==> config.mk <==
export PLATFORM = sky130hd
export DESIGN_NAME = clfsr_keystream_ctrl
export DESIGN_NICKNAME = d
export VERILOG_FILES = /design/src/rtl/clfsr_keystream_ctrl_pkg.sv /design/src/rtl/clfsr_keystream_ctrl_core.sv /design/src/rtl/clfsr_keystream_ctrl.sv
export SDC_FILE = /design/constraint.sdc
export NUM_CORES = 1
export LEC_CHECK = 0
export ABC_CLOCK_PERIOD_IN_PS = 15500
export CORE_MARGIN = 2
export CORE_UTILIZATION = 40
export DETAILED_ROUTE_END_ITERATION = 10
export MAX_ROUTING_LAYER = met4
export PLACE_DENSITY_LB_ADDON = 0.3
export RECOVER_POWER = 25
export SLEW_MARGIN = 25
export SYNTH_ARGS = -nofsm -noshare
export SYNTH_HDL_FRONTEND = slang
export SYNTH_SLANG_ARGS = --single-unit
export TNS_END_PERCENT = 20
==> constraint.sdc <==
create_clock -name clk -period 15.5 [get_ports clk]
set_input_delay 1.55 -clock clk [delete_from_list [all_inputs] [get_ports clk]]
set_output_delay 1.55 -clock clk [all_outputs]
set_load 0.01 [all_outputs]
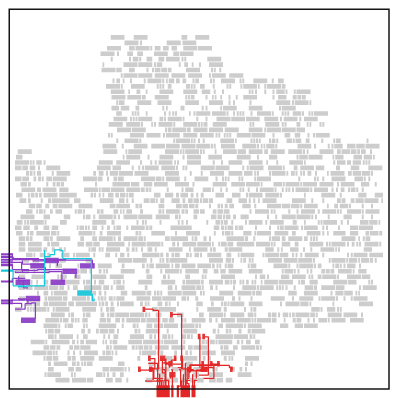
Fig. 1. I/O nets highlighted.
Scale: 2 px per um.
port	color	bits	direction	edge	end cells	buffers	wire
seed_lfsr	red	16	input	bottom	20	16	426 um
key_valid	cyan	1	output	left	1	1	100 um
key_byte	purple	8	output	left	8	8	257 um
Port Buffer Count: 65
Top-Level Pins: 66

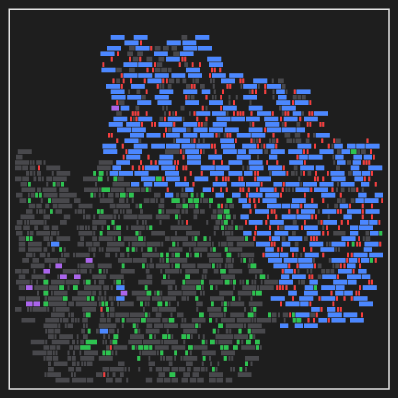
Fig. 2. Selected gate families.
Scale: 2 px per um.
family	color	cells
inverting AOI/OAI gates	green	172
adder and majority cells	blue	296
multiplexers	purple	10
inverters	red	300
Comb/total area: 60.9%
dominant logic cell type in the layout: inv_1
final cell count without fillers: 2042

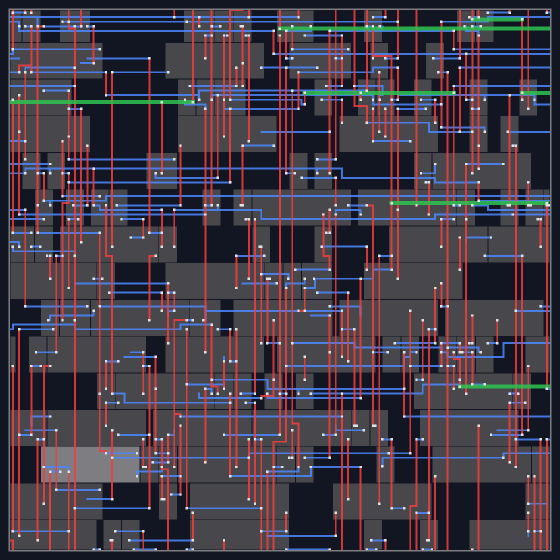
Fig. 3. Zoomed window.
Window x 75 to 115, y 112 to 152 um. Cells in gray, sequential cells in the stronger gray; small squares are vias.
layer	color
met3	green
met1	blue
met2	red
most frequent	inv_1 (39), fa_1 (36), nand2_1 (20)
cells with their middle in the window	112
sequential cells in the window	1

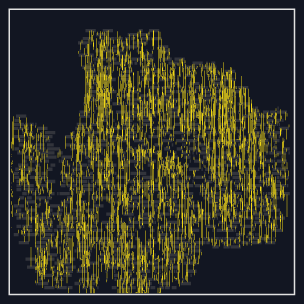
Fig. 4. Signal wires on met2.
Scale: 1.5 px per um. Cells faint in the background.
nets with wire on the layer	1593
wire length on this layer	14800 um
main direction	vertical
longest straight run	74.8 um
share of all routed wire	50%
overall routed net length: 29600 um
DR vias: 9967

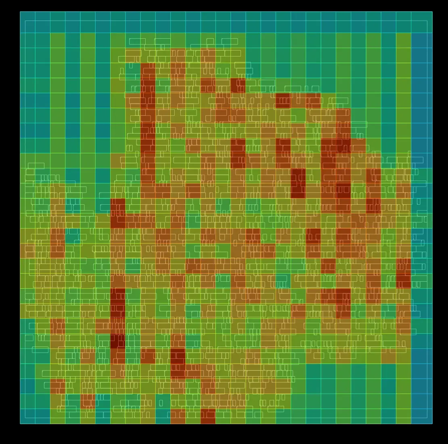
Fig. 5. Congestion heat map.
M1 GR Usage: 23.4%
met3 Usage GRT: 3.23%
met2 Use GR: 30.5%
average wire per standard cell: 14.5 um
Layout Utilization: 45.6%

==> changes_impl.md <==
### Metrics

- Syn_nets: roughly 1900
- Top_reg_cell synth: dfxtp_1
- Outcome: finished, violations left
- Area of the mapped netlist: 13700 um^2
- First-pass DRT Iterations: 5
- Post-CTS Repair Setup Buffers: 0
- Die y size: 189 um
- Dpl hpwl: 23000 um
- EDFF count, synth: 0
- Worst R2R Setup Slack: 8.82 ns
- DP Area: approximately 15000 um^2
- Critical Path Start Type: flip-flop
- # setup viols final: 0
- Via density: 4.88
- First-pass GRT wire length: 51300 um
- Yosys top cell by area: fa_1
- Post-synth regs: 149
- Yosys chip area: roughly 14000 um^2
- Nets: 1914
- H-tree Lvls: 4
- # rows: 67
- Least-Margin Pin Slew: about 2.2 ns
- Max Cap Viol: 4
- Failing checks: max-capacitance violations, max-slew violations
- Avg Inst Size Synth: 8.82 um^2
- Clk slew on worst S/H paths: 0.06 ns
- # Cells Yosys: 1554
- Final Max Slew Viols: about 160
- DRC errors left: 0
- Fraction of layout cells with a size suffix above 1: approximately 3.8%
- Gp weighted congestion: 0.845
- Placeable Area: 33600 um^2
- Hold Buf Count CTS: 0
- Crit end category: flip-flop
- Worst path arrival time: 6.99 ns
- Most numerous logic cells after layout: inv_1 (300), nand2_1 (242), fa_1 (214), dfxtp_1 (149), nor2_1 (101)
- Tmin final: 6.68 ns
- Post-synth top area share: 31.2%
- CTS buffer count: 17
- Die X: about 190 um
- Grt total ovfl: 0
- Die area: roughly 36000 um^2
metrics by stage:
| stage | instances |
|---|---|
| 4_1_cts | 2042 |
| 3_3_place_gp | 2010 |
| 5_1_grt | 2042 |
| 6_report | 2042 |
| 3_5_place_dp | 2010 |
| 2_1_floorplan | 1554 |
routing by layer:
layer	track usage, %	wire length (um)
met4	2.97	307
met3	3.23	995
met2	30.5	14800
met5	-	0
met1	23.4	13500
logic make-up (layout without fill, tap and decap cells):
kind of cell    Yosys count  count (layout)  synth area share (%)
simple gates            476             476                  15.4
buf+inv                 368             408                  10.3
fa+ha+maj               296             296                  38.7
compound gates          190             190                  8.91
flops                   149             149                  21.8
xor+xnor                 65              65                  4.15
mux                      10              10                 0.739
critical path, stage by stage, from the launching register on:
cell and delay, ns:
dfxtp_1 0.77, inv_1 0.42, nor2_1 0.22, fa_1 0.48, inv_1 0.23, fa_1 0.47
inv_1 0.09, fa_1 0.45, fa_1 0.47, fa_1 0.51, inv_1 0.04, fa_1 0.47
inv_1 0.04, ha_1 0.37, nand4_1 0.18, or2_2 0.35, a2111o_1 0.40, nand3_2 0.13
a31oi_1 0.10, xnor2_1 0.14, a22o_1 0.23
final cells by class:
type | count | share of cell area (%)
Tap cell | 448 | 3.66
Multi-Input combinational cell | 1037 | 60.9
Inverter | 300 | 7.35
Clock inverter | 11 | 0.793
Timing Repair Buffer | 76 | 4.70
Clock buffer | 21 | 3.14
Sequential cell | 149 | 19.5
